Figure 1. Cell sizes after repair (run 1).
(6 px per µm)
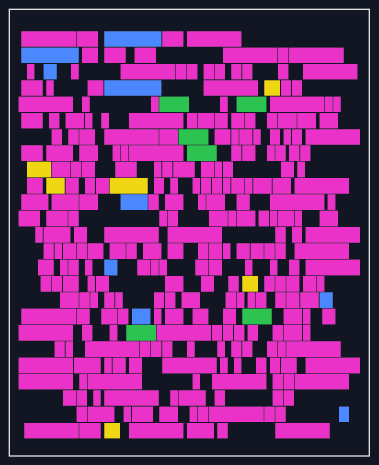
Figure 2. Sequential cells coloured by netlist name (run 1).
(4 px per µm) Other sequential cells in the stronger grey, the rest of the logic in the fainter grey.
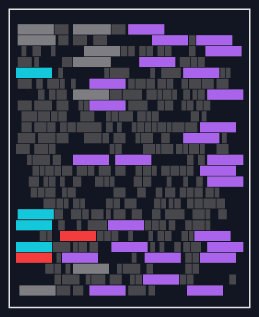
Figure 3. The metal 3 layer (run 1).
(6 px per µm)
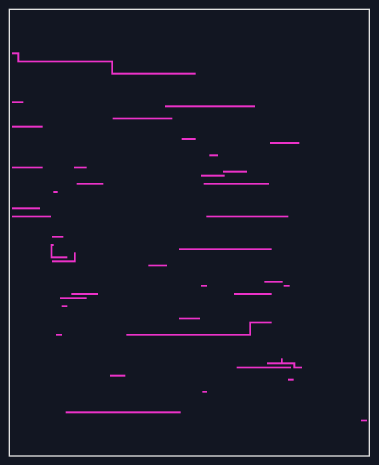
Figure 4. Clock routing (run 1).
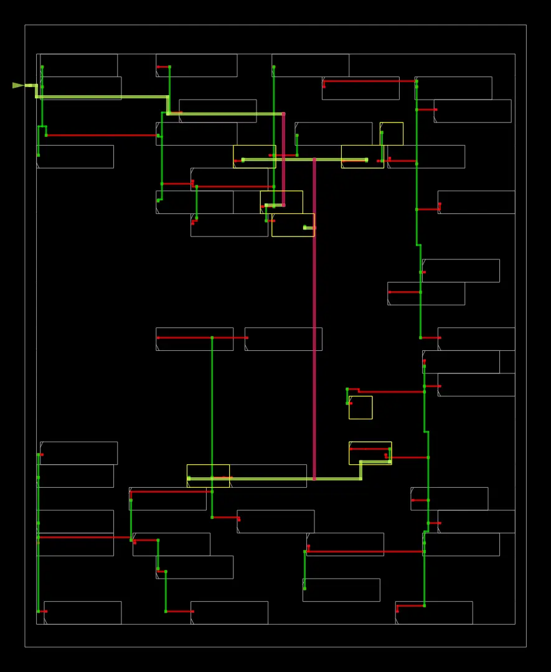
## config.mk

```make
export PLATFORM = sky130hd
export DESIGN_NAME = sc_life_manager
export DESIGN_NICKNAME = d
export VERILOG_FILES = /design/src/rtl/sc_life_manager.sv
export SDC_FILE = /design/constraint.sdc
export NUM_CORES = 1
export LEC_CHECK = 0
export CORE_ASPECT_RATIO = 1.25
export CORE_MARGIN = 1
export CORE_UTILIZATION = 58
export DETAILED_ROUTE_END_ITERATION = 10
export PLACE_DENSITY = 0.74
export SYNTH_ARGS = -nofsm -noshare
export SYNTH_HDL_FRONTEND = slang
export SYNTH_SLANG_ARGS = --single-unit
```

## constraint.sdc

```tcl
create_clock -name sc_life_manager_CLOCK_50 -period 4.98 [get_ports sc_life_manager_CLOCK_50]
set_input_delay 0.996 -clock sc_life_manager_CLOCK_50 [delete_from_list [all_inputs] [get_ports sc_life_manager_CLOCK_50]]
set_output_delay 0.996 -clock sc_life_manager_CLOCK_50 [all_outputs]
set_load 0.01 [all_outputs]
```

## src/rtl/sc_life_manager.sv

```systemverilog
// rtl/sc_life_manager.sv - Frogger lives counter with hit hold-off, bonus saturation and game-over.
module sc_life_manager #(
    parameter int DATAWIDTH      = 4,
    parameter int INIT_LIVES     = 3,
    parameter int MAX_LIVES      = 9,
    parameter int HOLDOFF_CYCLES = 50000000,
    parameter int HOLDOFF_WIDTH  = 26
) (
    input  logic                 sc_life_manager_CLOCK_50,
    input  logic                 sc_life_manager_RESET_InLow,
    input  logic                 sc_life_manager_start_InLow,
    input  logic                 sc_life_manager_hit_InLow,
    input  logic                 sc_life_manager_bonus_InLow,
    output logic [DATAWIDTH-1:0] sc_life_manager_lives_OutBUS,
    output logic                 sc_life_manager_gameover_OutHigh,
    output logic                 sc_life_manager_invulnerable_OutHigh,
    output logic                 sc_life_manager_lifelost_OutHigh,
    output logic                 sc_life_manager_lifegained_OutHigh
);

    localparam logic [DATAWIDTH-1:0]     INIT_L = DATAWIDTH'(INIT_LIVES);
    localparam logic [DATAWIDTH-1:0]     MAX_L  = DATAWIDTH'(MAX_LIVES);
    localparam logic [DATAWIDTH-1:0]     ONE_L  = DATAWIDTH'(1);
    localparam logic [HOLDOFF_WIDTH-1:0] HOLD_L = HOLDOFF_WIDTH'(HOLDOFF_CYCLES - 1);
    localparam logic [HOLDOFF_WIDTH-1:0] ONE_C  = HOLDOFF_WIDTH'(1);

    typedef enum logic [1:0] {
        ST_IDLE,
        ST_PLAYING,
        ST_HOLDOFF,
        ST_GAMEOVER
    } state_t;

    state_t                  r_state;
    logic [DATAWIDTH-1:0]    r_lives;
    logic [HOLDOFF_WIDTH-1:0] r_cnt;
    logic                    r_armed;
    logic                    r_start_prev;
    logic                    r_hit_prev;
    logic                    r_bonus_prev;
    logic                    r_gameover;
    logic                    r_invuln;
    logic                    r_lost;
    logic                    r_gained;

    logic                    w_start_ev;
    logic                    w_hit_ev;
    logic                    w_bonus_ev;
    logic [DATAWIDTH-1:0]    w_dec;
    logic                    w_can_inc;
    logic                    w_dec_can_inc;

    // r_armed masks the first edge after reset so a level held low across release is not an event
    assign w_start_ev    = r_armed & r_start_prev & ~sc_life_manager_start_InLow;
    assign w_hit_ev      = r_armed & r_hit_prev   & ~sc_life_manager_hit_InLow;
    assign w_bonus_ev    = r_armed & r_bonus_prev & ~sc_life_manager_bonus_InLow;
    assign w_dec         = r_lives - ONE_L;
    assign w_can_inc     = (r_lives < MAX_L);
    assign w_dec_can_inc = (w_dec < MAX_L);

    always_ff @(posedge sc_life_manager_CLOCK_50 or negedge sc_life_manager_RESET_InLow) begin
        if (!sc_life_manager_RESET_InLow) begin
            r_state      <= ST_IDLE;
            r_lives      <= '0;
            r_cnt        <= '0;
            r_armed      <= 1'b0;
            r_start_prev <= 1'b1;
            r_hit_prev   <= 1'b1;
            r_bonus_prev <= 1'b1;
            r_gameover   <= 1'b0;
            r_invuln     <= 1'b0;
            r_lost       <= 1'b0;
            r_gained     <= 1'b0;
        end else begin
            r_armed      <= 1'b1;
            r_start_prev <= sc_life_manager_start_InLow;
            r_hit_prev   <= sc_life_manager_hit_InLow;
            r_bonus_prev <= sc_life_manager_bonus_InLow;
            r_lost       <= 1'b0;
            r_gained     <= 1'b0;
            if (w_start_ev) begin
                r_state    <= ST_PLAYING;
                r_lives    <= INIT_L;
                r_cnt      <= '0;
                r_gameover <= 1'b0;
                r_invuln   <= 1'b0;
            end else begin
                case (r_state)
                    ST_PLAYING: begin
                        if (w_hit_ev) begin
                            r_lost <= 1'b1;
                            if (w_bonus_ev) begin
                                // decrement then saturating increment: never reaches zero here
                                r_lives  <= w_dec_can_inc ? (w_dec + ONE_L) : MAX_L;
                                r_gained <= w_dec_can_inc;
                                r_state  <= ST_HOLDOFF;
                                r_cnt    <= HOLD_L;
                                r_invuln <= 1'b1;
                            end else begin
                                r_lives <= w_dec;
                                if (w_dec == '0) begin
                                    r_state    <= ST_GAMEOVER;
                                    r_gameover <= 1'b1;
                                end else begin
                                    r_state  <= ST_HOLDOFF;
                                    r_cnt    <= HOLD_L;
                                    r_invuln <= 1'b1;
                                end
                            end
                        end else if (w_bonus_ev && w_can_inc) begin
                            r_lives  <= r_lives + ONE_L;
                            r_gained <= 1'b1;
                        end
                    end
                    ST_HOLDOFF: begin
                        if (w_bonus_ev && w_can_inc) begin
                            r_lives  <= r_lives + ONE_L;
                            r_gained <= 1'b1;
                        end
                        if (r_cnt == '0) begin
                            r_state  <= ST_PLAYING;
                            r_invuln <= 1'b0;
                        end else begin
                            r_cnt <= r_cnt - ONE_C;
                        end
                    end
                    default: begin
                    end
                endcase
            end
        end
    end

    assign sc_life_manager_lives_OutBUS         = r_lives;
    assign sc_life_manager_gameover_OutHigh     = r_gameover;
    assign sc_life_manager_invulnerable_OutHigh = r_invuln;
    assign sc_life_manager_lifelost_OutHigh     = r_lost;
    assign sc_life_manager_lifegained_OutHigh   = r_gained;

endmodule

```

==> impl_results.rst, run 1 <==
Synthesis and place-and-route
=============================

.. list-table::
   :header-rows: 1

   * - Metric
     - Value
   * - Status
     - completed
   * - First-pass GRT wire length
     - 9.045 mm
   * - Register-to-register path setup slack
     - 2.00 ns
   * - Sequential power
     - 0.564 mW
   * - Xor-xnor portion of the synthesized cell area
     - 2.897%
   * - Crit path capture
     - r_cnt[12]
   * - Highest layer used for signal routing
     - met4
   * - Die Size
     - 0.004434 mm²
   * - Top cells by count
     - dfrtp_1, o21ai_0, nor2_1
   * - Number of standard cells after synthesis
     - 283
   * - Max-cap violations
     - 0
   * - Combinational gate power
     - 0.648 mW
   * - Count of flip-flops with a built-in enable after synthesis
     - 0
   * - CTS Hold Bufs
     - 0
   * - Post-CTS sizing
     - 0
   * - Ratio of cells with drive above 1 in the final layout
     - 7.216%
   * - Peak supply drop
     - 406.3 µV
   * - Clock transition at the registers of the reported paths
     - 0.08 ns
   * - Gpl congestion
     - 0.8380
   * - Ys async rst share
     - 100.0%
   * - Max FFs per register
     - 26
   * - Start of the worst register-to-register path
     - sc_life_manager_lives_OutBUS[0]
   * - Drt via density
     - 6.278
   * - Floorplan utilization
     - 62.35%
   * - Start point of the worst hold path
     - sc_life_manager_gameover_OutHigh
   * - GR Layer Usage met3
     - 5.739%
   * - Most used cells in the layout excluding fill and tap cells
     - dfrtp_1, o21ai_0, nor2_1
   * - Buffer and inverter count on the worst path
     - 1
   * - Number of multi-input logic gates
     - 219
   * - Routing usage on met1
     - 31.03%
   * - Dpl ws
     - 1.308 ns
   * - Crit start category
     - input pin
   * - Synthesized-area fraction occupied by ao, oa, aoi and oai cells
     - 20.85%
   * - Root Buffer
     - clkbuf_8
   * - Final-report hold violation count
     - 0
   * - FILL cells
     - 334
   * - Internal power summed over all cells
     - 0.7956 mW
   * - Proportion of netlist area held by the largest area contributor
     - 38.28%
   * - Total Neg Setup Slack
     - 0 ns
   * - Vias in the first global route
     - 2044
   * - Library cell contributing the largest single delay on the critical path
     - a31oi_2
   * - Overall global routing resource usage
     - 27.36%
   * - Cell area after synthesis
     - 0.002419 mm²
   * - Cell area leaders
     - dfrtp_1, o21ai_0, a21oi_1
   * - X dimension of the die
     - 59.76 µm
   * - Most common library cell in the layout ignoring fill and taps
     - dfrtp_1
   * - CTS sink cnt
     - 40
   * - Number of antenna cells inserted
     - 0
   * - Synth top cell by count
     - dfrtp_1
   * - Fin. max-slew vios
     - 0
   * - Adder-cell area share of the yosys netlist
     - 4.139%
   * - Smallest hold slack
     - 0.5221 ns
   * - Slew Limit Headroom
     - 34.54%
   * - Non-clock inverter total of the final layout
     - 11
   * - Mux cell area share
     - 0%
   * - Distinct lib cells used
     - 51
   * - Static Leak
     - 1.061 nW
   * - Number of nets with antenna violations after detailed routing
     - 0
   * - Final global-route overflow total
     - 0
   * - Capturing element type of the critical path
     - flop
   * - Final core area utilization
     - 68.06%
   * - DP Wirelength
     - 3.864 mm
   * - Count of cell instances traversed by the critical path
     - 7
   * - Crit path max-delay family
     - AND-OR/OR-AND gates
   * - Post-detailed-placement cell area
     - 0.002542 mm²
   * - Register bit count reported by yosys
     - 40
   * - Number of cell rows
     - 25
   * - Fin crit share
     - 67.26%
   * - Total number of H-tree levels
     - 2
   * - Fraction of power consumed by the clock network
     - 16.0%
   * - Busiest layer in global routing
     - met2
   * - Number of nets produced by synthesis
     - 296
   * - Routed WL
     - 5.499 mm
   * - Warnings from Yosys
     - 0
   * - Finish-stage setup viols
     - 0
   * - Per-cell routed wire length
     - 15.94 µm
   * - Number of antenna violations at the first check in global routing
     - 0
   * - Beginning of the critical path
     - sc_life_manager_bonus_InLow
   * - Most frequently used flop master after synthesis
     - dfrtp_1
   * - Synth Seq Share
     - 41.54%
   * - Hold endpoint
     - sc_life_manager_gameover_OutHigh
   * - Endpoint of the lowest-slack register-to-register path
     - r_cnt[12]
   * - Maximum number of pins on one net before global-route repair
     - 41
   * - Register containing the most flip-flops in the final layout
     - r_cnt
   * - Chain of cells forming the critical path
     - clkdlybuf4s50_1 > nand3b_1 > and3_1 > a31oi_2 > nand2_1 > o311ai_0 > o21ai_0
   * - Net Sw Power
     - 0.6466 mW
   * - Total cell area reported by yosys after synthesis
     - 0.002419 mm²
   * - Shortest period the worst path allows
     - 3.350 ns
   * - Post-synthesis cell count from yosys
     - 283
   * - Proportion of total power due to net switching
     - 44.83%
   * - Unrepaired setup endpoints after global routing
     - no
   * - M1 wire length
     - 2.338 mm
   * - Core Area
     - 0.003879 mm²
   * - Nets
     - 303
   * - Arrival time at the worst endpoint
     - 3.52 ns
   * - Die Y-Extent
     - 74.20 µm
   * - Via count
     - 2166
   * - Combinational cell area excluding buffers and inverters
     - 0.001306 mm²
   * - Postcts setup bufs
     - 0
   * - Quantity of I/O buffers inserted on ports
     - 12
   * - Part of the power in registers
     - 39.1%
   * - Fin cells
     - 345
   * - Area taken by flip-flops and latches
     - 0.001005 mm²
   * - Buffering overhead
     - 4.645%
   * - Slew at the pin with the worst max-slew slack
     - 0.9783 ns
   * - Slowest stage delay, CP
     - 0.63 ns
   * - CTS tree
     - done
   * - Seq/total area
     - 38.06%
   * - Late-Pin Clk Latency
     - 0.30 ns
   * - Hold path cells
     - 1
   * - Tool Warnings
     - 31
   * - Cell total after placement
     - 337
   * - Number of tapcells
     - 54
   * - Largest power group
     - combinational cells
   * - Post-synthesis area per instance
     - 8.546 µm²
   * - Ports
     - 13
   * - Global routing usage on met2
     - 49.01%
   * - Largest fanout of any net on the critical path
     - 15
   * - Number of design-rule violations left by the first detailed-router iteration
     - 149
   * - Area leader, netlist
     - dfrtp_1
   * - Worst reg-to-reg path cell count
     - 8
   * - Fmax
     - 298.5 MHz
   * - Layout clock area frac
     - 3.697%
   * - Tot Pwr
     - 1.442 mW
   * - Worst endpoint required time
     - 5.15 ns
   * - Combinational family with the most area after synthesis
     - simple AND/OR/NAND/NOR gates
   * - Total DRC errors in the routed layout
     - 0
   * - Power density relative to cell area
     - 546.3 mW/mm²
   * - Clock buffer depth
     - 2
   * - Met2 wire len
     - 2.801 mm
   * - Top cell class by occupied area
     - logic gates
   * - Logic pwr share
     - 44.9%
   * - Basic-gate share of the synthesized area counting and, or, nand and nor cells
     - 25.97%
## Picture notes: Figure 1
Yellow stands for drive 3 to 4, cells 6, most used clkinvlp_4. Green stands for drive 6 and up, cells 6, most used clkbuf_8. Magenta stands for drive 1 or less, cells 270, most used dfrtp_1. Blue stands for drive 2, cells 9.
cell area after layout: 0.002640 mm²
buffers outside the clock class: 13
worst path setup slack after routing: 1.630 ns
Layout area overhead: 9.157%

## Picture notes: Figure 2
Purple stands for r_cnt, sequential cells 26. Red stands for r_state, sequential cells 2. Cyan stands for sc_life_manager_lives_OutBUS, sequential cells 4.
Another 8 sequential cells are not coloured.

## Picture notes: Figure 3
The wires run mostly horizontal. The longest straight run is 20.5 µm.

## Picture notes: Figure 4
Fin Clk Skew: 0.006075 ns
flip-flops: 40
power dissipated in the clock network: 0.230 mW
layout clock buffer count: 6
number of CTS-inserted buffers: 5

Figure 5. Signal metal coverage by tile (run 1).
(4 px per µm) The die is cut into 12 by 15 equal tiles; black is low, pale yellow is high, scaled to the fullest tile. Values are wire area over tile area, all layers added.
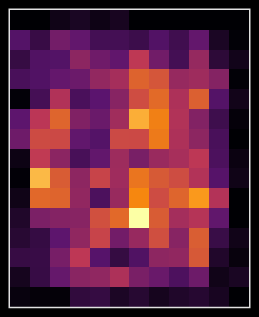

==> run 2, diff against run 1 <==
- clock period: 4.98 -> 3.2 ns (I/O delays scaled with it)
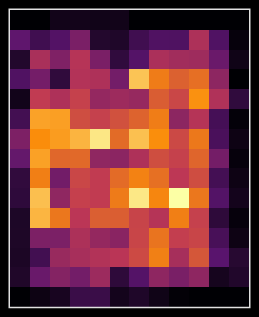
Figure 6: run 2, signal metal coverage by tile.
(4 px per µm) The die is cut into 12 by 15 equal tiles; black is low, pale yellow is high, scaled to the fullest tile. Values are wire area over tile area, all layers added.
The fullest tile reaches 0.52. 33% of the tiles are over half the peak. The mean over all tiles is 0.19. The densest ninth of the die: centre. 10% of the tiles are nearly empty.
overall global routing resource usage: 27.72%
Routed WL: 5.488 mm
per-cell routed wire length: 15.64 µm

==> run 2 against run 1 <==
Against the previous run: sequential cell count unchanged; sequential share of layout area is 0.41 points lower; setup slack got worse by 0.90 ns; final area increased by 1.1%; sequential power up 54%; utilization grew 0.74 points; clock power up 41%; global-route usage up 0.36 points; first-iteration DRC count fell by 13%.
==> impl_results.rst, run 2 <==
Synthesis and place-and-route
=============================

.. list-table::
   :header-rows: 1

   * - Metric
     - Value
   * - Vias in the first global route
     - 1994
   * - Area leader, netlist
     - dfrtp_1
   * - GR Layer Usage met3
     - 5.391%
   * - CTS sink cnt
     - 40
   * - Distinct lib cells used
     - 51
   * - Number of CTS-inserted buffers
     - 5
   * - Peak supply drop
     - 463.1 µV
   * - Arrival time at the worst endpoint
     - 2.66 ns
   * - CTS Hold Bufs
     - 0
   * - Maximum number of pins on one net before global-route repair
     - 41
   * - DP Wirelength
     - 3.880 mm
   * - Root Buffer
     - clkbuf_8
   * - M1 wire length
     - 2.348 mm
   * - Warnings from Yosys
     - 0
   * - Synth top cell by count
     - dfrtp_1
   * - Proportion of netlist area held by the largest area contributor
     - 38.28%
   * - Beginning of the critical path
     - r_cnt[6]
   * - Number of antenna violations at the first check in global routing
     - 0
   * - Combinational family with the most area after synthesis
     - simple AND/OR/NAND/NOR gates
   * - Largest power group
     - combinational cells
   * - Buffering overhead
     - 6.282%
   * - Met2 wire len
     - 2.847 mm
   * - Logic pwr share
     - 47.0%
   * - Ratio of cells with drive above 1 in the final layout
     - 8.418%
   * - Dpl ws
     - 0.5752 ns
   * - Max FFs per register
     - 26
   * - Xor-xnor portion of the synthesized cell area
     - 2.897%
   * - Fraction of power consumed by the clock network
     - 14.4%
   * - Worst endpoint required time
     - 3.39 ns
   * - Final-report hold violation count
     - 0
   * - Power density relative to cell area
     - 842.5 mW/mm²
   * - Highest layer used for signal routing
     - met4
   * - Most frequently used flop master after synthesis
     - dfrtp_1
   * - Crit start category
     - flop
   * - Register containing the most flip-flops in the final layout
     - r_cnt
   * - Slew at the pin with the worst max-slew slack
     - 0.8751 ns
   * - Most used cells in the layout excluding fill and tap cells
     - dfrtp_1, o21ai_0, nor2_1
   * - Post-CTS sizing
     - 0
   * - Worst path setup slack after routing
     - 0.7300 ns
   * - Adder-cell area share of the yosys netlist
     - 4.139%
   * - Buffers outside the clock class
     - 19
   * - Internal power summed over all cells
     - 1.256 mW
   * - Shortest period the worst path allows
     - 2.470 ns
   * - Cell area leaders
     - dfrtp_1, o21ai_0, a21oi_1
   * - Top cells by count
     - dfrtp_1, o21ai_0, nor2_1
   * - Tool Warnings
     - 31
   * - Layout area overhead
     - 10.35%
   * - Quantity of I/O buffers inserted on ports
     - 12
   * - Fin Clk Skew
     - 0.009470 ns
   * - Register-to-register path setup slack
     - 0.73 ns
   * - Mux cell area share
     - 0%
   * - Number of design-rule violations left by the first detailed-router iteration
     - 129
   * - Static Leak
     - 1.089 nW
   * - Smallest hold slack
     - 0.4530 ns
   * - Synth Seq Share
     - 41.54%
   * - Buffer and inverter count on the worst path
     - 0
   * - Slew Limit Headroom
     - 41.66%
   * - Number of tapcells
     - 54
   * - Tot Pwr
     - 2.249 mW
   * - Sequential power
     - 0.868 mW
   * - Clock buffer depth
     - 2
   * - Area taken by flip-flops and latches
     - 0.001005 mm²
   * - Proportion of total power due to net switching
     - 44.12%
   * - Die Size
     - 0.004434 mm²
   * - Final core area utilization
     - 68.81%
   * - Total Neg Setup Slack
     - 0 ns
   * - Number of nets with antenna violations after detailed routing
     - 0
   * - Top cell class by occupied area
     - logic gates
   * - Via count
     - 2149
   * - Capturing element type of the critical path
     - flop
   * - Status
     - completed
   * - Crit path max-delay family
     - simple AND/OR/NAND/NOR gates
   * - Busiest layer in global routing
     - met2
No activity file was given, so power comes from the tool's default toggle rates.
